### Met2 routing, run 1

Scale bar: 20 um.
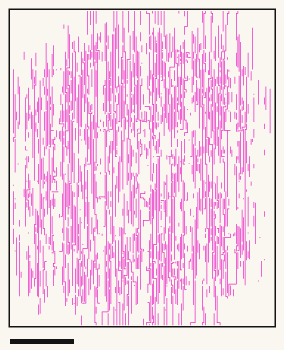
### Signal wires on met3, run 1

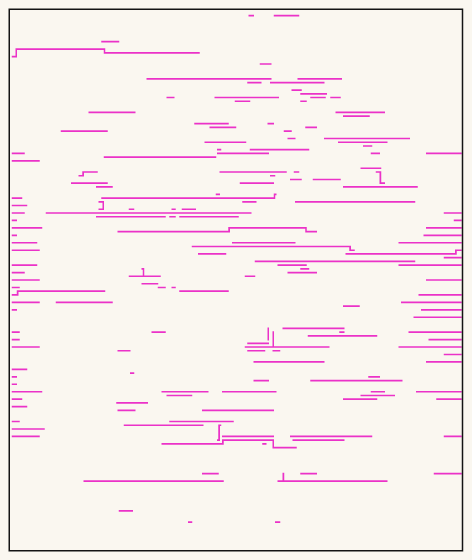
### Power grid, run 1

Scale bar: 20 um. Pins as bars on the die edge.
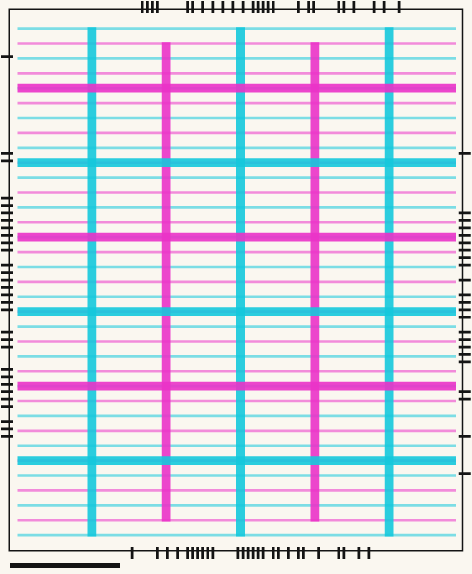
==> config.mk <==
export PLATFORM = sky130hd
export DESIGN_NAME = pc_fetch_unit
export DESIGN_NICKNAME = d
export VERILOG_FILES = /design/src/rtl/pc_fetch_unit.sv
export SDC_FILE = /design/constraint.sdc
export NUM_CORES = 1
export LEC_CHECK = 0
export CORE_ASPECT_RATIO = 1.2
export CORE_MARGIN = 1
export CORE_UTILIZATION = 50
export CTS_BUF_LIST = sky130_fd_sc_hd__clkbuf_4 sky130_fd_sc_hd__clkbuf_8
export DETAILED_ROUTE_END_ITERATION = 10
export PLACE_DENSITY_LB_ADDON = 0.3
export RECOVER_POWER = 100
export SLEW_MARGIN = 30
export SYNTH_ARGS = -nofsm -noshare
export SYNTH_HDL_FRONTEND = slang
export SYNTH_SLANG_ARGS = --single-unit
==> constraint.sdc <==
create_clock -name clk -period 2.02 [get_ports clk]
set_input_delay 0.505 -clock clk [delete_from_list [all_inputs] [get_ports clk]]
set_output_delay 0.505 -clock clk [all_outputs]
set_load 0.02 [all_outputs]
==> reports/summary.json, run 1 <==
{
  "synth-cells-yosys": 513,
  "synth.net_count": 583,
  "route.detailed.wl_per_inst_um": 18.27,
  "cts_setup_buffers": 0,
  "yosysSeqAreaShare": 0.3449,
  "netlist_area_um2": 3889,
  "critical_path.max_fanout": 5,
  "p_per_area_nw_per_um2": 625.5,
  "clkSlewWorstSetupHoldPaths_ns": 0.07,
  "arrival_ns": 1.48,
  "fillers": 597,
  "synth_top_flop_cell": "sky130_fd_sc_hd__dfxtp_1",
  "global_route.usage.total": 0.3480,
  "cts_tree": "yes",
  "io_pins": 104,
  "cts_sinks": 67,
  "core.rowCount": 34,
  "layout.core_utilization": 0.7422,
  "floorplan.die_area_um2": 8135,
  "globalRoute.totalOverflow": 0,
  "max_clock_freq_mhz": 503.1,
  "dpl.hpwl_um": 9951,
  "ff_to_ff_setup_slack_ns": 0.10,
  "skew_ns": 0.008255,
  "critical_path.startpoint_type": "flip-flop",
  "critPathTopFamily": "buffers and inverters",
  "worstHoldPathCells": 2,
  "yosys.cell_types.count": 66,
  "synth_warnings": 0,
  "crit_chain": "clkdlybuf4s50_1",
  "outcome": "finished, final reports clean",
  "fp_util": 0.5254,
  "hold_viol_final": 0,
  "worstRegToRegCells": 6,
  "clock_tree.root_cell": "sky130_fd_sc_hd__clkbuf_8",
  "cp_num_cells": 1,
  "ctsHoldBuffers": 0,
  "warnings": 26,
  "drt-initial-drc-count": 416,
  "grtUsageMet1": 0.4382,
  "period_used_share": 0.9839,
  "grt_max_degree": 28,
  "antenna_found_initial": 0,
  "synth_flops": 67,
  "netlist.area_leader.share": 0.3449,
  "post-route-min-period_ns": 1.987
}
## Picture notes: 'Met2 routing'
wire length on this layer: 6530 um
share of all routed wire: 48%
longest straight run: 48.6 um
Vias: 4582
grt met2 use: 0.5582
Total Routed Length: 13640 um

## Picture notes: 'Signal wires on met3'
main direction: horizontal
share of all routed wire: 8.3%
longest straight run: 37.3 um
nets with wire on the layer: 129
Global Route met3 Usage: 0.06111

## Picture notes: 'Power grid'
[VDD] magenta
[VSS] cyan
met5 straps: 6
met4 straps: 5
met1 rails: 35
rows: 34
signal pins: 104
height of the die: 98.61 um
core region area: 7402 um^2
width of the die: 82.51 um
maximum ir drop on the vdd rail: 0.4078 mV

==> run 1: placed cells by master, fill, tap and decap left out, types with 3 or more instances in the layout <==
cell and n:
sky130_fd_sc_hd__nand3_1 21, sky130_fd_sc_hd__nor3_1 9, sky130_fd_sc_hd__clkdlybuf4s50_1 89, sky130_fd_sc_hd__clkbuf_1 6, sky130_fd_sc_hd__o211ai_1 8, sky130_fd_sc_hd__nand3b_1 3
sky130_fd_sc_hd__nor4_1 5, sky130_fd_sc_hd__dlygate4sd3_1 8, sky130_fd_sc_hd__a21oi_1 66, sky130_fd_sc_hd__o21ai_1 5, sky130_fd_sc_hd__nand4_1 10, sky130_fd_sc_hd__nor2_1 24
sky130_fd_sc_hd__xor2_1 11, sky130_fd_sc_hd__and3_1 5, sky130_fd_sc_hd__a22oi_1 4, sky130_fd_sc_hd__nand2_1 105, sky130_fd_sc_hd__a211oi_1 5, sky130_fd_sc_hd__a31o_2 4
sky130_fd_sc_hd__clkbuf_8 10, sky130_fd_sc_hd__buf_4 51, sky130_fd_sc_hd__nand2b_1 8, sky130_fd_sc_hd__inv_1 15, sky130_fd_sc_hd__o32ai_1 3, sky130_fd_sc_hd__a31oi_1 5
sky130_fd_sc_hd__o21ai_0 18, sky130_fd_sc_hd__a221o_1 3, sky130_fd_sc_hd__mux2i_1 7, sky130_fd_sc_hd__o22ai_1 5, sky130_fd_sc_hd__clkinv_2 3, sky130_fd_sc_hd__dfxtp_1 65
sky130_fd_sc_hd__clkbuf_2 5, sky130_fd_sc_hd__xnor2_1 5, sky130_fd_sc_hd__o221ai_1 5
==> run 1: report_power, final <==
part / internal, mW / switching (mW)
combinational: 0.398 / 0.410
sequential: 1.40 / 0.0783
clock: 0.611 / 0.543
total: 2.40 / 1.03
==> run 1: routing by layer <==
metal | vias up | part of all wire
met3 | 45 | 0.083
met2 | 264 | 0.48
met1 | 2142 | 0.41
li1 | 2131 | -
met4 | 0 | 0.033
met5 | - | 0
==> run 1: stage by stage <==
step / cells / setup WS (ns) / power (mW) / hold WS, ns / TNS (ns)
floorplan: 513 / 0.04471 / 1.876 / 0.4328 / 0
global placement: 731 / -0.1442 / 2.296 / 0.4391 / -3.363
detailed placement: 731 / -0.1816 / 2.310 / 0.4482 / -6.055
CTS: 747 / 0.009039 / 3.437 / 0.4581 / 0
global route: 747 / 0.004302 / 3.555 / 0.4760 / 0
finish: 747 / 0.03251 / 3.436 / 0.4556 / 0
==> run 1: area by class of cell <==
type	instances	area, um^2	area share
inverter	16	60.06	0.01093
sequential	67	1344	0.2446
timing repair buffer	165	1471	0.2678
clock buffer	11	145.1	0.02642
tap	90	112.6	0.02050
clock inverter	5	52.55	0.009565
multi-input combinational	393	2308	0.4202
==> run 1: what timing repair did <==
item                                   in CTS  in global routing
setup endpoints to repair                   4                  4
resized                                     4                  4
endpoints found under the hold margin       0                  0
==> run 1: cell families (layout without fill, tap and decap cells) <==
family / Yosys count / in the layout / share of synthesized area
buf+inv: 53 / 197 / 0.06306
flops: 67 / 67 / 0.3449
simple gates: 210 / 210 / 0.2696
compound gates: 158 / 158 / 0.2622
xor+xnor: 16 / 16 / 0.03603
fa+ha+maj: 1 / 1 / 0.003217
mux: 8 / 8 / 0.02091
==> run 1 -> run 2 <==
- ABC_AREA: default -> 1
- CORE_UTILIZATION: 50 -> 51
- PLACE_DENSITY: default -> 0.94
- PLACE_DENSITY_LB_ADDON: 0.3 -> default
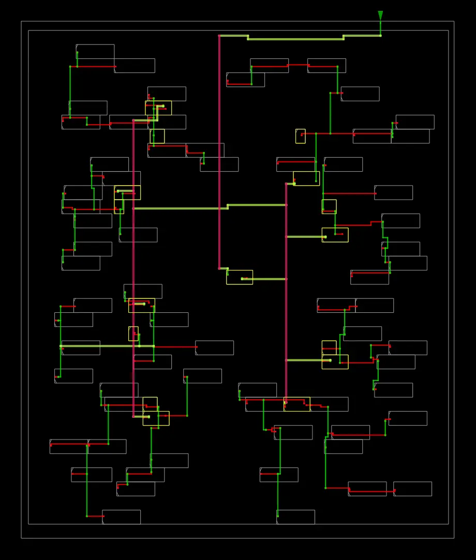
*Clock routing, run 2*
sequential cells: 67
# clock sinks: 67
worst clock skew: 0.008790 ns

==> reports/summary.json, run 2 <==
{
  "die_w_um": 83.42,
  "synth-cells-yosys": 638,
  "grt_max_degree": 33,
  "most_used_logic_cell_in_the_final_layout": "sky130_fd_sc_hd__nand2_1",
  "outcome": "finished, final reports clean",
  "critPathTopFamily": "buffers and inverters",
  "critical_path.startpoint_type": "flip-flop",
  "crit_chain": "clkdlybuf4s50_1",
  "floorplan.die_area_um2": 8316,
  "worstHoldPathCells": 2,
  "fin_cells": 836,
  "critical_path.max_fanout": 6,
  "post-place-cells": 820,
  "register_area_um2": 1344,
  "p_per_area_nw_per_um2": 598.3,
  "netlist.area_leader.share": 0.3307,
  "synth_warnings": 0,
  "irDropWorstVdd_mv": 0.4344,
  "antenna_found_initial": 0,
  "share_seq_of_total_power": 0.465,
  "dp_worst_setup_slack_ns": -0.01012,
  "worstRegToRegCells": 10,
  "power.net_switching_mw": 0.9969,
  "netlist_area_um2": 4056,
  "cp_num_cells": 1,
  "p_comb_frac": 0.229,
  "clkSlewWorstSetupHoldPaths_ns": 0.07,
  "period_used_share": 0.9862,
  "dpl.hpwl_um": 9327,
  "multiInputGateArea_um2": 2228,
  "synth.net_count": 708,
  "drt-initial-drc-count": 341,
  "globalRoute.totalOverflow": 0,
  "cts_tree": "yes",
  "io_pins": 104,
  "route.detailed.wl_per_inst_um": 15.44,
  "ff_to_ff_setup_slack_ns": 0.22,
  "clock_tree.root_cell": "sky130_fd_sc_hd__clkbuf_8"
}
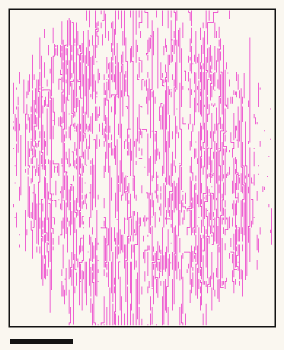
*Met2 routing, run 2*
Scale bar: 20 um.
nets with wire on the layer: 665
main direction: vertical
share of all routed wire: 49%
Total Routed Length: 12910 um
Vias: 4810

-- run 2: logic make-up after synthesis --
kind of cell | Yosys count | share of synthesized area
xor gates and xnor gates | 6 | 0.01295
buffers and inverters | 111 | 0.1175
AOI/OAI and AO/OA | 136 | 0.2141
and+or+nand+nor | 317 | 0.3217
adders and majority gates | 1 | 0.003084
DFF | 67 | 0.3307
-- run 2: layout make-up --
cell class	count	area share
well taps	92	0.02140
multi-input cells	460	0.4142
clock buffers	11	0.02581
inverters	75	0.05233
repair buffers	126	0.2309
flip-flops and latches	67	0.2498
clock inverters	5	0.005581
-- run 2: per-stage QoR --
step                 TNS, ns    util  cell area (um^2)  power [mW]
floorplan                  0       -              4056       1.897
global placement           0  0.6828              5263       2.242
detailed placement  -0.01929  0.6828              5263       2.269
CTS                        0  0.7049              5433       3.230
global route               0  0.6981              5380       3.356
finish                     0  0.6981              5380       3.219
-- run 2: power groups by stage --
stage               logic [mW]  registers (mW)  clock network (mW)
finish                   0.738            1.50               0.983
floorplan                0.337            1.56                   0
CTS                      0.751            1.50               0.984
global route             0.803            1.51                1.05
detailed placement       0.745            1.52                   0
global placement         0.721            1.52                   0
-- run 2: repair_timing --
item,4_1_cts,5_1_grt
endpoints found under the setup margin,3,3
gates resized,3,3
setup buffers,0,0
-- run 2: per-layer routing --
| layer | wire (um) | track usage |
|---|---|---|
| met1 | 5187 | 0.3708 |
| met5 | 0 | 0 |
| met2 | 6288 | 0.5593 |
| met3 | 996 | 0.04896 |
| met4 | 440 | 0.1643 |
Power figures rest on the tool's default switching activity, not on a simulated workload.
